## config.mk

```make
export PLATFORM = sky130hd
export DESIGN_NAME = if_fetch_stage
export DESIGN_NICKNAME = d
export VERILOG_FILES = /design/src/rtl/if_fetch_stage.sv
export SDC_FILE = /design/constraint.sdc
export NUM_CORES = 1
export LEC_CHECK = 0
export CAP_MARGIN = 0
export CORE_UTILIZATION = 49
export CTS_BUF_LIST = sky130_fd_sc_hd__clkbuf_8
export DETAILED_ROUTE_END_ITERATION = 7
export PLACE_DENSITY = 0.87
export REMOVE_ABC_BUFFERS = 1
export SLEW_MARGIN = 10
export SYNTH_ARGS = -nofsm -noshare
export SYNTH_HDL_FRONTEND = slang
export SYNTH_SLANG_ARGS = --single-unit
```

## constraint.sdc

```tcl
create_clock -name CLK -period 2.9 [get_ports CLK]
set_clock_uncertainty 0.2 [all_clocks]
set_input_delay 0.58 -clock CLK [delete_from_list [all_inputs] [get_ports CLK]]
set_output_delay 0.58 -clock CLK [all_outputs]
set_load 0.005 [all_outputs]
```

## src/rtl/if_fetch_stage.sv

```systemverilog
// rtl/if_fetch_stage.sv - instruction fetch stage with IF/ID register, stall hold buffer and flush redirect
module if_fetch_stage #(
  parameter logic [31:0] RESET_PC  = 32'h0000_0000,
  parameter logic [31:0] NOP_INSTR = 32'h0000_0000
) (
  input  logic        CLK,
  input  logic        RST,
  input  logic        PC_WRITE,
  input  logic        IFID_WRITE,
  input  logic        FLUSH,
  input  logic [31:0] BRANCH_TARGET,
  output logic        IMEM_REQ,
  output logic [31:0] IMEM_ADDR,
  input  logic        IMEM_ACK,
  input  logic [31:0] IMEM_RDATA,
  output logic [31:0] IF_PC_OUT,
  output logic [31:0] IFID_PC,
  output logic [31:0] IFID_INSTR,
  output logic        IFID_VALID
);

  localparam logic [1:0] S_IDLE  = 2'd0;
  localparam logic [1:0] S_FETCH = 2'd1;
  localparam logic [1:0] S_HOLD  = 2'd2;

  logic [1:0]  state_q, state_d;
  logic [31:0] pc_q, pc_d;
  logic [31:0] ifid_pc_q, ifid_pc_d;
  logic [31:0] ifid_instr_q, ifid_instr_d;
  logic        ifid_valid_q, ifid_valid_d;
  logic [31:0] hold_q, hold_d;
  logic        advance;

  // Both the pipeline register and the PC must be free for an instruction to move on.
  assign advance = PC_WRITE & IFID_WRITE;

  // Next-state logic: flush outranks everything once fetching has started.
  always_comb begin
    state_d      = state_q;
    pc_d         = pc_q;
    ifid_pc_d    = ifid_pc_q;
    ifid_instr_d = ifid_instr_q;
    ifid_valid_d = ifid_valid_q;
    hold_d       = hold_q;
    if (state_q == S_IDLE) begin
      state_d = S_FETCH;
    end else if (FLUSH) begin
      // Redirect to the word-aligned target; any in-flight or buffered word is dropped.
      state_d      = S_FETCH;
      pc_d         = BRANCH_TARGET & 32'hFFFF_FFFC;
      ifid_valid_d = 1'b0;
      ifid_instr_d = NOP_INSTR;
      hold_d       = 32'h0000_0000;
    end else if (state_q == S_FETCH) begin
      if (IMEM_ACK) begin
        if (advance) begin
          ifid_pc_d    = pc_q;
          ifid_instr_d = IMEM_RDATA;
          ifid_valid_d = 1'b1;
          pc_d         = pc_q + 32'd4;
        end else begin
          // Park the returned word so the stall does not cost a second memory read.
          hold_d  = IMEM_RDATA;
          state_d = S_HOLD;
        end
      end else if (IFID_WRITE) begin
        ifid_valid_d = 1'b0;
        ifid_instr_d = NOP_INSTR;
      end
    end else if (state_q == S_HOLD) begin
      if (advance) begin
        ifid_pc_d    = pc_q;
        ifid_instr_d = hold_q;
        ifid_valid_d = 1'b1;
        pc_d         = pc_q + 32'd4;
        state_d      = S_FETCH;
      end
    end else begin
      state_d = S_IDLE;
    end
  end

  // State and datapath registers with asynchronous active-low reset.
  always_ff @(posedge CLK or negedge RST) begin
    if (!RST) begin
      state_q      <= S_IDLE;
      pc_q         <= RESET_PC;
      ifid_pc_q    <= 32'h0000_0000;
      ifid_instr_q <= NOP_INSTR;
      ifid_valid_q <= 1'b0;
      hold_q       <= 32'h0000_0000;
    end else begin
      state_q      <= state_d;
      pc_q         <= pc_d;
      ifid_pc_q    <= ifid_pc_d;
      ifid_instr_q <= ifid_instr_d;
      ifid_valid_q <= ifid_valid_d;
      hold_q       <= hold_d;
    end
  end

  assign IMEM_REQ   = (state_q == S_FETCH);
  assign IMEM_ADDR  = pc_q;
  assign IF_PC_OUT  = pc_q;
  assign IFID_PC    = ifid_pc_q;
  assign IFID_INSTR = ifid_instr_q;
  assign IFID_VALID = ifid_valid_q;

endmodule

```

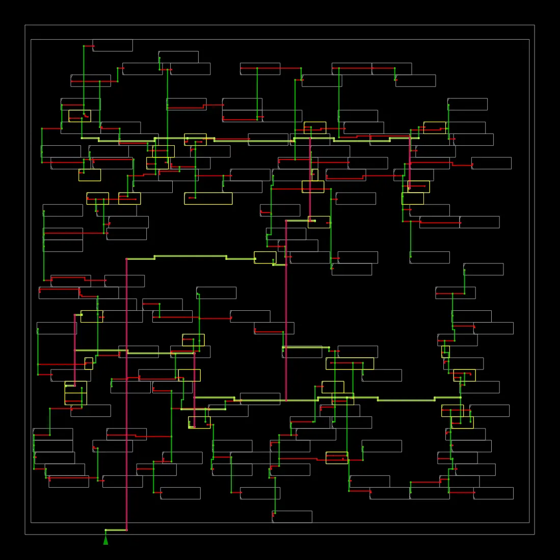
(images/clock_nets.png)
Power Clock: 1.64 mW
cts bufs inserted: 17
Flops: 127

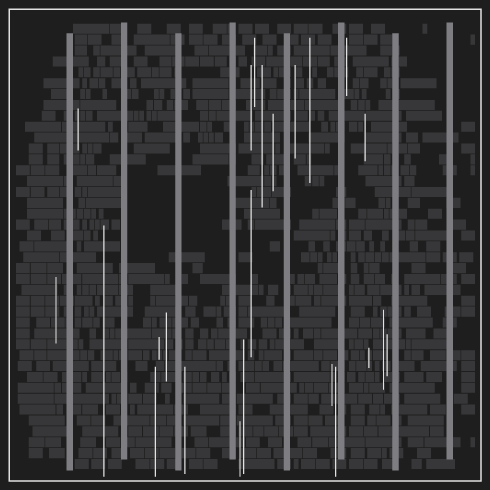
(images/m4.png)
(4 px per um) Supply wires on this layer in gray.
- main direction: vertical
- longest straight run: 62.6 um
- nets with wire on the layer: 19
- wire length on this layer: 503 um
- share of all routed wire: 2.8%
final wirelength: 18.02 mm
routed vias: 5870

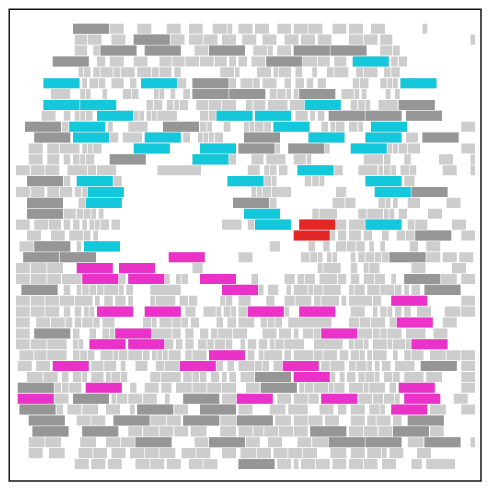
(images/ff_map.png)
(4 px per um)
- hold_q: cyan (flops 32)
- state_q: red (flops 2)
- IF_PC_OUT: magenta (flops 30)
- not colored: 63
Seq. pwr: 3.27 mW
Seq area share: 36.27%
Register Area: 3178 um^2

## power by group through the flow
stage | Combinational [mW] | Clock (mW) | Sequential (mW)
floorplan | 1.72 | 0 | 3.17
global placement | 3.90 | 0 | 3.21
detailed placement | 4.03 | 0 | 3.27
CTS | 4.06 | 1.67 | 3.25
global route | 4.39 | 1.75 | 3.38
finish | 4.05 | 1.64 | 3.27
## Yosys cell counts, types with 7 or more instances
master and number:
nor2_1 23, and3_1 7, nand3_1 48, nand4_1 8, buf_2 8, o21ai_0 21
nor4_1 9, nand2_1 100, nor2b_1 38, o22ai_1 8, dfrtp_1 127, inv_1 10
clkbuf_1 33, mux2_2 31, a21oi_1 55, a22oi_1 8, o2bb2ai_1 33, buf_4 36
## how the worst min path moves through the flow
stage                    start            end  slack [ns]  depth (start not counted)
CTS                        RST    IFID_PC[25]        0.05                          2
global route               RST    IFID_PC[25]        0.05                          2
global placement    hold_q[28]     hold_q[28]        0.24                          2
finish                     RST    IFID_PC[25]        0.03                          2
detailed placement  hold_q[23]     hold_q[23]        0.25                          2
floorplan                  RST  IFID_INSTR[0]        0.08                          0
## stage by stage
step / TNS [ns] / cells / worst slack (ns) / cell area (um^2)
3_5_place_dp: -0.4568 / 981 / -0.07317 / 8327
4_1_cts: 0 / 1012 / 0.3150 / 8758
5_1_grt: 0 / 1012 / 0.1524 / 8763
2_1_floorplan: -61.66 / 601 / -1.406 / 6036
3_3_place_gp: 0 / 981 / 0.1016 / 8327
6_report: 0 / 1012 / 0.2615 / 8763
## state kept, by name, summed over array words and instances, names as in the netlist
signal      count
IFID_INSTR     32
hold_q         32
IFID_PC        30
IF_PC_OUT      30
state_q         2
IFID_VALID      1
==> run_results.csv <==
group,metric,value,unit
status,outcome,"completed",
placement,globalplace.congestion,0.8251,
global_routing,met1_usage,32.98,%
cells_and_area,inv_count,11,
yosys,edf_count,0,
final_timing,period_used_share,90.98,%
pwr,p_int,5.725,mW
clock_tree,cts.sinks,127,
global_routing,grt_pass1_vias,5903,
placement,hpwl,12.08,mm
global_routing,grt_usage,26.98,%
clock_tree,tritoncts,"built",
yosys,yosysWarnings,0,
drt,ant_nets,0,
global_routing,antenna_found_initial,0,
yosys,netlist_instances,680,
cells_and_area,final_nets,903,
worst_setup_path,crit_buf_inv,0,
final_timing,finalHoldViolCount,0,
clock_tree,post_cts_buffers,0,
drt,wl_met3,1.174,mm
yosys,mappedNetlistArea,6545,um^2
drt,drtIter0Drc,428,
cells_and_area,dominant-cell-class,"flip-flops and latches",
clock_tree,root_buffer,"clkbuf_8",
cells_and_area,utilization,68.33,%
yosys,ff_type,"dfrtp_1",
drt,met1_length,7.193,mm
worst_setup_path,crit_required,3.09,ns
cells_and_area,clkCellAreaFrac,4.926,%
worst_setup_path,critPathCaptureType,"register",
yosys,ys_ff,127,
final_timing,fin_hold_ws,0.02675,ns
drt,route.detailed.vias_per_inst,5.800,
yosys,yosys_area,6545,um^2
min_path,hold_class,"in2async",
yosys,yosys.area.top_type,"dfrtp_1",
worst_setup_path,worstPathCellList,"ha_1 > and4_1 > nand4_4 > or4_1 > or3_1 > nand3_1",
yosys,top_cell_area_share,48.56,%
yosys,fa_ha_area_share,0.9558,%
pwr,p_per_area,1022,nW/um^2
final_timing,drv_slew,0,
cells_and_area,area_growth,33.89,%
pwr,power_frac_comb,45.2,%
clock_tree,cts_hold_buf,0,
worst_setup_path,cp-startpoint,"IF_PC_OUT[2]",
cells_and_area,nFillCells,947,
yosys,synthSimpleGateAreaFrac,20.38,%
worst_setup_path,critPathArrivalTime,2.82,ns
floorplanning,tap_cells,172,
placement,io_buffers,191,
worst_setup_path,timing.rr.start,"IF_PC_OUT[2]",
worst_setup_path,regToRegEndpoint,"IF_PC_OUT[26]",
clock_tree,clock_latency,0.46,ns
final_timing,worst_pin_slew,0.7887,ns
global_routing,grt_first_pass_wirelength,29.75,mm
pwr,swShare,36.10,%
yosys,logic_family,"simple AND/OR/NAND/NOR gates",
floorplanning,chipArea,13820,um^2
cells_and_area,logic_area,2840,um^2
global_routing,grt.busiest_layer,"met2",
floorplanning,core,12820,um^2
pwr,p_leak,3.715,nW
cells_and_area,nNonClkBuffers,208,
drt,route.met2.wl,9.144,mm
worst_setup_path,max_stage_delay,0.56,ns
cells_and_area,sh_comb_area,32.41,%
drt,dr.pass1.iters,7,
pwr,seqPwrFrac,36.5,%
worst_setup_path,r2r_cells,6,
pwr,net-switching-power,3.234,mW
worst_setup_path,path_class,"reg2reg",
yosys,synth_cell_type_count,58,
worst_setup_path,crit_fanout,9,
worst_setup_path,r2r_setup_slack,0.26,ns
clock_tree,cts.path.max_buffers,2,
floorplanning,dieWidth,117.6,um
worst_setup_path,worstSetupPathDepth,6,
cells_and_area,lay_top_cells,"189 x clkdlybuf4s50_1, 127 x dfrtp_1, 100 x nand2_1, 55 x a21oi_1, 48 x nand3_1",
global_routing,grt_max_degree,128,
clock_tree,cts.reportedPaths.clkPinSlew,0.07,ns
drt,avgRoutedWirePerCell,17.80,um
clock_tree,htreeDepth,4,
pwr,irDropWorstVdd,0.0006311,V
global_routing,grt_remaining_overflow,0,
yosys,synthAoiAreaFrac,15.10,%
yosys,mux_share,6.251,%
final_timing,rsz0062_at_grt,"no",
final_timing,relSlewSlack,47.30,%
floorplanning,num_io_pins,200,
drt,remaining_drc_errors,0,
Power figures rest on the tool's default switching activity, not on a simulated workload.
